$ cat src/rtl/clk_sched.sv
`default_nettype none
// ============================================================================
// Module      : clk_sched
// Description : Programmable clock-enable scheduler. Issues a one-cycle
//               clk_mask pulse every period_q cycles. Supports halt (with
//               drain of the current period), resume, and single-step.
//               Optional feature macro: CLK_SCHED_MASK_CNT_EN adds a 16-bit
//               count of issued mask pulses on mask_cnt. When it is not
//               defined, mask_cnt is tied to zero.
// Revision    : 1.0 - initial release
// ============================================================================
module clk_sched #(
   parameter  int MAX_PERIOD = 16,
   parameter  int PERIOD     = 4,
   localparam int W          = $clog2(MAX_PERIOD + 1)
) (
   input  logic         clk_in,
   input  logic         rst,
   input  logic         cfg_we,
   input  logic [W-1:0] cfg_period,
   input  logic         halt_req,
   input  logic         resume_req,
   input  logic         step_req,
   output logic         clk_mask,
   output logic         halted,
   output logic [W-1:0] period_q,
   output logic [15:0]  mask_cnt
);

   typedef enum logic [1:0] {
      ST_RUN    = 2'd0,
      ST_DRAIN  = 2'd1,
      ST_HALTED = 2'd2,
      ST_STEP   = 2'd3
   } state_t;

   state_t       r_state;
   logic [W-1:0] r_cnt;
   logic [W-1:0] r_period;
   logic [W-1:0] r_pend;
   logic         r_pend_vld;

   logic [W-1:0] w_clamp;
   logic [W-1:0] w_cnt_next;
   logic         w_counting;
   logic         w_wrap;
   logic         w_apply;

   // cnt only advances in RUN/DRAIN; the last count of a period is the wrap point
   assign w_counting = (r_state == ST_RUN) || (r_state == ST_DRAIN);
   assign w_wrap     = (r_cnt == (r_period - W'(1)));
   assign w_cnt_next = w_wrap ? '0 : (r_cnt + W'(1));

   // A pending period takes effect only at a period boundary or while halted,
   // so a running mask interval is never cut short or doubled.
   assign w_apply = r_pend_vld && ((w_counting && w_wrap) || (r_state == ST_HALTED));

   // Clamp the requested period into the legal range 1..MAX_PERIOD
   always_comb begin
      w_clamp = cfg_period;
      if (cfg_period == '0) begin
         w_clamp = W'(1);
      end else if (cfg_period > W'(MAX_PERIOD)) begin
         w_clamp = W'(MAX_PERIOD);
      end
   end

   // Scheduler FSM and period counter; halt_req > resume_req > step_req
   always_ff @(posedge clk_in or negedge rst) begin
      if (!rst) begin
         r_state <= ST_RUN;
         r_cnt   <= W'(PERIOD - 1);
      end else begin
         case (r_state)
            ST_RUN: begin
               if (halt_req && w_wrap) begin
                  // Current period already complete: stop without a drain phase
                  r_state <= ST_HALTED;
                  r_cnt   <= '0;
               end else begin
                  if (halt_req) begin
                     r_state <= ST_DRAIN;
                  end
                  r_cnt <= w_cnt_next;
               end
            end
            ST_DRAIN: begin
               if (!halt_req && resume_req) begin
                  r_state <= ST_RUN;
                  r_cnt   <= w_cnt_next;
               end else if (w_wrap) begin
                  r_state <= ST_HALTED;
                  r_cnt   <= '0;
               end else begin
                  r_cnt <= w_cnt_next;
               end
            end
            ST_HALTED: begin
               r_cnt <= '0;
               if (halt_req) begin
                  r_state <= ST_HALTED;
               end else if (resume_req) begin
                  r_state <= ST_RUN;
               end else if (step_req) begin
                  r_state <= ST_STEP;
               end
            end
            ST_STEP: begin
               r_state <= ST_HALTED;
               r_cnt   <= '0;
            end
            default: begin
               r_state <= ST_RUN;
               r_cnt   <= '0;
            end
         endcase
      end
   end

   // Active/pending period registers; a new write overrides an unapplied one
   always_ff @(posedge clk_in or negedge rst) begin
      if (!rst) begin
         r_period   <= W'(PERIOD);
         r_pend     <= W'(PERIOD);
         r_pend_vld <= 1'b0;
      end else begin
         if (w_apply) begin
            r_period   <= r_pend;
            r_pend_vld <= 1'b0;
         end
         if (cfg_we) begin
            r_pend     <= w_clamp;
            r_pend_vld <= 1'b1;
         end
      end
   end

   assign clk_mask = rst & ((w_counting & (r_cnt == '0)) | (r_state == ST_STEP));
   assign halted   = rst & (r_state == ST_HALTED);
   assign period_q = r_period;

`ifdef CLK_SCHED_MASK_CNT_EN
   logic [15:0] r_mask_cnt;

   // Count every issued mask pulse, wrapping at 16 bits
   always_ff @(posedge clk_in or negedge rst) begin
      if (!rst) begin
         r_mask_cnt <= '0;
      end else if (clk_mask) begin
         r_mask_cnt <= r_mask_cnt + 16'd1;
      end
   end

   assign mask_cnt = r_mask_cnt;
`else
   assign mask_cnt = '0;
`endif

endmodule
`default_nettype wire

$ cat config.mk
export PLATFORM = sky130hd
export DESIGN_NAME = clk_sched
export DESIGN_NICKNAME = d
export VERILOG_FILES = /design/src/rtl/clk_sched.sv
export SDC_FILE = /design/constraint.sdc
export NUM_CORES = 1
export LEC_CHECK = 0
export CORE_MARGIN = 2
export CORE_UTILIZATION = 49
export DETAILED_ROUTE_END_ITERATION = 6
export GPL_ROUTABILITY_DRIVEN = 0
export PLACE_DENSITY = 0.8
export SYNTH_ARGS = -nofsm -noshare
export SYNTH_HDL_FRONTEND = slang
export SYNTH_SLANG_ARGS = --single-unit
$ cat constraint.sdc
create_clock -name clk_in -period 2.1 [get_ports clk_in]
set_input_delay 0.42 -clock clk_in [delete_from_list [all_inputs] [get_ports clk_in]]
set_output_delay 0.42 -clock clk_in [all_outputs]
set_load 0.01 [all_outputs]
**Run 1: the metal 3 layer**

Scale bar: 20 µm.
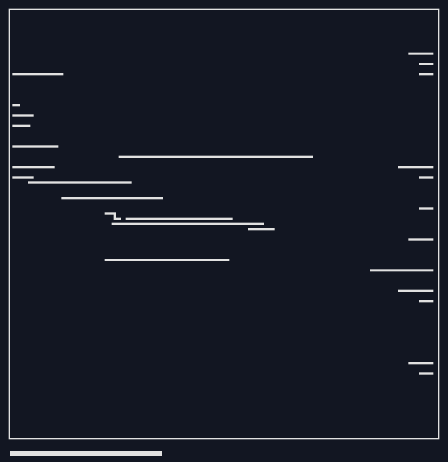
- share of all routed wire: 5.7%
- longest straight run: 25.3 µm
- nets with wire on the layer: 26
- main direction: horizontal

**Run 1: cell placement**

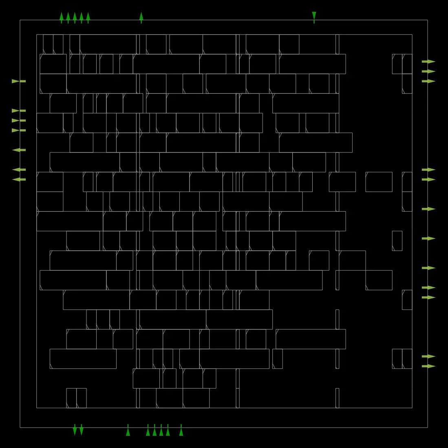
CORE AREA: 2690 µm²
tap cells: 31
Fillers: 223

==> flow_metrics.env, run 1 <==
# flow metrics
export IMPL_synthArstFlopShare_pct=100
export IMPL_endpoint_kind="output port"
export IMPL_first_pass_iters=4
export IMPL_fp_util_pct=50.1
export IMPL_die_area_um2=3180
export IMPL_cts_tree="built"
export IMPL_path_class="register to output port"
export IMPL_maxSlewViolCount=0
export IMPL_synthDistinctLibCells=42
export IMPL_fp_dieH_um=56.4
export IMPL_clock_sinks=18
export IMPL_ys_sh_simple_pct=20.7
export IMPL_logic_family="simple AND/OR/NAND/NOR gates"
export IMPL_via_per_inst=5.53
export IMPL_final_nets=181
export IMPL_drv_cap=0
export IMPL_grt_usage_pct=19.4
export IMPL_utilization_pct=60.5
export IMPL_htree_num_levels=1
export IMPL_drc=0
export IMPL_seqCellArea_um2=458
export IMPL_avgSynthCellArea_um2=9.90
export IMPL_flop_cell="dfrtp_1"
export IMPL_drtIter0Drc=51
export IMPL_mux_share_pct=1.67
export IMPL_status="finished clean"
export IMPL_yosys_stat_cells=136
export IMPL_root_buffer="clkbuf_4"
export IMPL_cts_buffers=3
export IMPL_power_density_nw_per_um2=1480
export IMPL_area_combinational_um2=769
export IMPL_r2r_slack_ps=180
export IMPL_place_ws_ps=-45.6
export IMPL_top_cell="buf_4"
export IMPL_ys_warn_count=0
export IMPL_crit_path_start_kind="register"
export IMPL_io_pins=34
export IMPL_clk_path_buf_depth=2
export IMPL_final_hold_viol_count=0
export IMPL_yosysSeqAreaShare_pct=33.8
export IMPL_synthCells=136
export IMPL_path_max_fanout=4
export IMPL_edf_count=0
export IMPL_synthAoiAreaFrac_pct=20.1
export IMPL_top_area_cell="dfrtp_1"
export IMPL_fin_crit_sh_pct=95.5
export IMPL_ir_worst_vdd_mv=1.03
export IMPL_hold_class="input pin to asynchronous set/reset pin"
export IMPL_top_cells_by_count="buf_4, dfrtp_1, inv_1, nand2_1"
export IMPL_dpl_hpwl_um=2170
export IMPL_num_vias=1090
export IMPL_drive_above_1_share_pct=26.5
export IMPL_setup_slack_ps=95.3
export IMPL_clk_latency_ps=290
export IMPL_top_area_share_pct=26.0
export IMPL_rows=19
export IMPL_synthAdderAreaFrac_pct=2.79
export IMPL_report_final_setup_viol=0
export IMPL_diodes=0
export IMPL_clkTransAtPathRegs_ps=100
export IMPL_ys_chip_area_um2=1350
export IMPL_placed_area_um2=1540
export IMPL_synth_seq_cells=18
export IMPL_power_leakage_nw=0.702
export IMPL_period_minus_slack_ps=2000
export IMPL_antenna_found_initial=0
**Run 1: M2 wires**

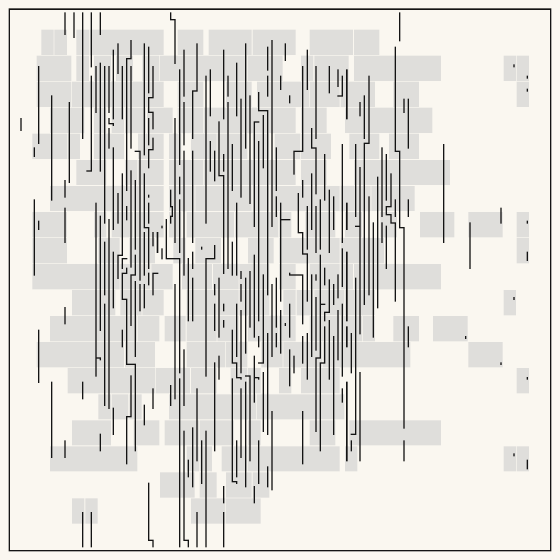
- longest straight run: 20.9 µm
- main direction: vertical
- nets with wire on the layer: 162
- share of all routed wire: 52%
- wire length on this layer: 1530 µm

[run 1: routing by layer]
| metal | global-route usage, % | share of wire [%] | vias up |
|---|---|---|---|
| met4 | 6.80 | 0.54 | 0 |
| met2 | 32.6 | 52 | 36 |
| met5 | 0 | 0 | - |
| met1 | 26.1 | 42 | 535 |
| met3 | 1.61 | 5.6 | 2 |
| li1 | - | - | 517 |
[run 1: registers in the layout, indices dropped and copies added, names as in the netlist]
register	cells
period_q	5
r_cnt	5
r_pend	5
r_state	2
r_pend_vld	1
[run 1: metrics by stage]
step                hold slack [ps]  setup TNS (ps)  cells
floorplan                       124               0    151
CTS                             293               0    192
detailed placement              496           -45.6    188
global placement                476           -28.4    188
global route                    184           -6.61    197
finish                          165               0    197
[run 1: final cells by class]
class / instances / area share, %
multi-input combinational: 102 / 47.3
sequential: 18 / 28.2
timing repair buffer: 33 / 17.8
tap: 31 / 2.38
clock buffer: 4 / 2.23
inverter: 9 / 2.08
[run 1: report_power, final]
| part | switching [mW] | internal (mW) |
|---|---|---|
| Clock | 0.107 | 0.106 |
| Combinational | 0.747 | 0.750 |
| Sequential | 0.182 | 0.509 |
[run 1: kinds of logic (layout without fill, tap and decap cells)]
logic type	after synthesis	count (layout)
multiplexers	2	2
buffers and inverters	31	46
AND-OR/OR-AND	29	29
AND/OR/NAND/NOR	43	43
flip-flops	18	18
other	1	16
XOR/XNOR	9	9
adder cells (fa/ha/maj)	3	3
[run 1: path summary, 6_finish.rpt]
kind	start	endpoint	cells past startpoint
setup / recovery	r_cnt[1]	clk_mask	6
hold / removal	rst	r_cnt[3]	2
setup reg to reg	period_q[1]	r_pend_vld	7
hold reg to reg	r_pend[2]	r_pend[2]	2
max in group asynchronous	rst	r_state[0]	2
min in group clk_in	r_pend[2]	r_pend[2]	2
[run 1: timing repair]
item                                    CTS  global route
endpoints found under the hold margin     0             1
hold buffers                              0             1
pin swaps                                 0             0
cloned                                    0             0
resized                                   4             4
endpoints found under the setup margin    2             3
setup buffers                             0             4
[run 1: critical path: stages (launching register included)]
cell and delay (ps):
dfstp_2 400, inv_1 70, ha_1 130, nor4b_2 240, nand2_1 100, a21boi_0 190
clkbuf_2 160
[run 1: layout by cell type (no fill, tap or decap), types with 5 or more instances in the layout]
cell              n
conb_1           16
clkdlybuf4s50_1  15
buf_4            15
dfrtp_1          12
inv_1             9
nand2_1           7
and2_1            6
o2111ai_1         6
nand3_1           5
xnor2_1           5
==> inputs of run 2 (changes only) <==
CORE_UTILIZATION = 51   (was 49)
CTS_BUF_LIST = sky130_fd_sc_hd__clkbuf_4   (was unset)
PLACE_DENSITY = 0.83   (was 0.8)
clock period = 1.9 ns   (was 2.1 ns; I/O delays follow)
==> run 2 against run 1 <==
  * Die size fell by 3.6%
  * Clock skew fell by 2.4 ps
  * Largest power group unchanged
  * Area after synthesis stayed put
  * Clock-buffer cell count unchanged
==> flow_metrics.env, run 2 <==
# flow metrics
export IMPL_path_class="register to output port"
export IMPL_power_leakage_nw=0.738
export IMPL_synthArstFlopShare_pct=100
export IMPL_dpl_hpwl_um=2410
export IMPL_fill_cells=194
export IMPL_cts_buffers=3
export IMPL_endpoint_kind="output port"
export IMPL_via_per_inst=5.68
export IMPL_clk_path_buf_depth=2
export IMPL_report_final_setup_viol=0
export IMPL_maxSlewViolCount=0
export IMPL_core_um2=2500
export IMPL_yosysSeqAreaShare_pct=33.8
export IMPL_final_nets=187
export IMPL_final_hold_viol_count=0
export IMPL_wl_met3_um=177
export IMPL_area_combinational_um2=786
export IMPL_rsz0062_at_grt="yes"
export IMPL_layout_top_cell="buf_4"
export IMPL_crit_start="r_cnt[0]"
export IMPL_power_density_nw_per_um2=1670
export IMPL_power_mw=2.79
export IMPL_drive_above_1_share_pct=29.7
export IMPL_synthDistinctLibCells=42
export IMPL_utilization_pct=66.8
export IMPL_flop_cell="dfrtp_1"
export IMPL_edf_count=0
export IMPL_die_area_um2=3070
export IMPL_first_pass_iters=4
export IMPL_wl_met1_um=1310
export IMPL_seqCellArea_um2=455
export IMPL_crit_path_start_kind="register"
export IMPL_root_buffer="clkbuf_4"
export IMPL_clkTransAtPathRegs_ps=100
export IMPL_ys_warn_count=0
export IMPL_routed_top_layer="met4"
export IMPL_top_area_share_pct=26.0
export IMPL_fin_crit_sh_pct=97.3
export IMPL_hold_class="input pin to asynchronous set/reset pin"
export IMPL_yosys_stat_cells=136
export IMPL_drc=0
export IMPL_place_ws_ps=-186
export IMPL_top_area_cell="dfrtp_1"
export IMPL_top_cells_by_count="buf_4, dfrtp_1, inv_1, nand2_1"
export IMPL_wl_met2_um=1590
export IMPL_cts_tree="built"
export IMPL_status="finished clean"
export IMPL_setup_slack_ps=51.8
export IMPL_clock_sinks=18
export IMPL_ir_worst_vdd_mv=1.18
export IMPL_layout_top_cells="buf_4, conb_1, clkdlybuf4s50_1, dfrtp_1, inv_1"
export IMPL_diodes=0
export IMPL_synthCells=136
export IMPL_avgSynthCellArea_um2=9.90
export IMPL_drtIter0Drc=53
export IMPL_rows=18
export IMPL_worst_path_max_delay_cell="dfstp_2"
export IMPL_top_cell="buf_4"
export IMPL_fp_dieH_um=55.4
export IMPL_period_minus_slack_ps=1850
export IMPL_rr_startpoint="period_q[0]"
export IMPL_grt_usage_pct=21.9
export IMPL_critPathTopFamily="flip-flops"
export IMPL_ys_chip_area_um2=1350
export IMPL_drv_cap=0
export IMPL_crit_chain="inv_1 > ha_2 > nor4b_4 > nand2_1 > a21boi_1 > buf_2"
export IMPL_clk_latency_ps=290
export IMPL_fin_setup_tns_ps=0
export IMPL_synth_seq_cells=18
export IMPL_fp_util_pct=53.9
export IMPL_path_max_fanout=2
-- run 2: cell count changes in the layout (fill, tap and decap cells not counted), moves of 2 or more --
cell           before  now
buf_4              15   22
dlygate4sd2_1       0    2
dfrtp_2             2    0
dfrtp_1            12   14
ha_1                3    1
-- run 2: worst paths after layout --
path	depth (start not counted)	slack [ps]	to
min	2	190	r_state[0]
max	6	50	clk_mask
min in group clk_in	2	520	r_pend[2]
max reg2reg	7	80	period_q[1]
max in group asynchronous	2	1380	r_pend[2]
min reg2reg	2	520	r_pend[2]
-- run 2: through the flow --
step / cells / cell area, µm² / hold WS, ps
final: 202 / 1670 / 193
after floorplan: 151 / 1400 / 84.4
after global placement: 195 / 1600 / 469
after detailed placement: 195 / 1600 / 513
after CTS: 201 / 1650 / 188
after global routing: 202 / 1670 / 190
-- run 2: cells by family after synthesis --
| kind of cell | Yosys count | synth area share (%) |
|---|---|---|
| DFF | 18 | 33.8 |
| adders and majority gates | 3 | 2.79 |
| buffers and inverters | 31 | 14.2 |
| xor gates and xnor gates | 9 | 6.41 |
| AOI/OAI and AO/OA | 29 | 20.1 |
| and+or+nand+nor | 43 | 20.7 |
| muxes | 2 | 1.67 |
| other | 1 | 0.279 |
-- run 2: worst reg2reg max path, stage by stage (launching register included) --
cell	delay (ps)
dfrtp_1	390
inv_1	150
ha_4	230
xnor2_1	270
a211oi_4	60
o211a_1	180
buf_4	150
o311ai_1	290
-- run 2: cell type report --
| cell class | instances | area share, % |
|---|---|---|
| tap | 30 | 2.25 |
| clock buffer | 4 | 1.80 |
| timing repair buffer | 39 | 19.6 |
| sequential | 18 | 27.3 |
| multi-input combinational | 102 | 47.0 |
| inverter | 9 | 2.02 |
-- run 2: repair_timing --
action                                  4_1_cts  5_1_grt
gates cloned                                  0        0
hold buffers                                  0        0
pin swaps                                     0        2
setup buffers                                 2        1
endpoints found under the setup margin        5        7
hold endpoints to repair                      0        0
resized                                       9        4
-- run 2: layer usage --
layer,global-route usage (%),up-vias
met5,0,-
met2,35.7,52
met3,3.51,8
li1,-,533
met4,8.36,0
met1,29.1,555
-- run 2: where the power goes --
part | switching [mW] | internal, mW
Sequential | 0.156 | 0.557
Combinational | 0.927 | 0.933
Clock | 0.122 | 0.0960
**Run 2: I/O nets highlighted**

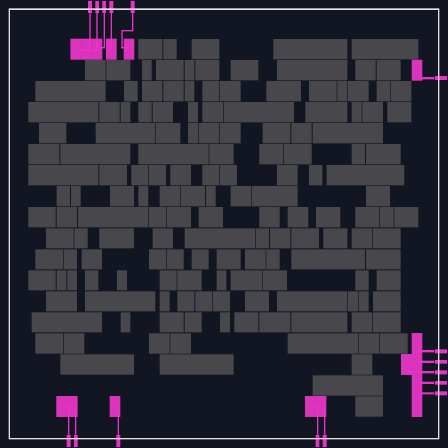
- magenta: mask_cnt (bits 16; direction output; edge 6 right, 5 bottom, 5 top; end cells 16; buffers 0; wire 62.8 µm)
io pins: 34
IO buf count: 17

**Run 2: the metal 3 layer**

Scale bar: 20 µm.
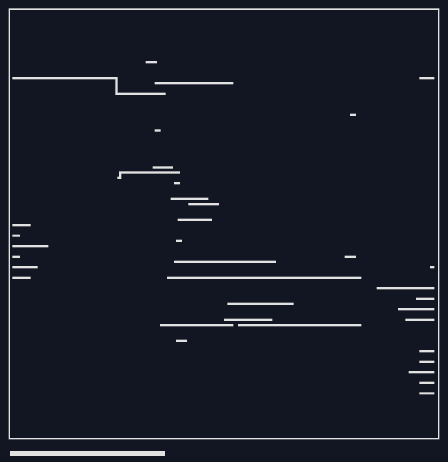
- nets with wire on the layer: 31
- longest straight run: 24.8 µm
- share of all routed wire: 5.7%
- wire length on this layer: 177 µm

Power and IR drop assume default switching activity.
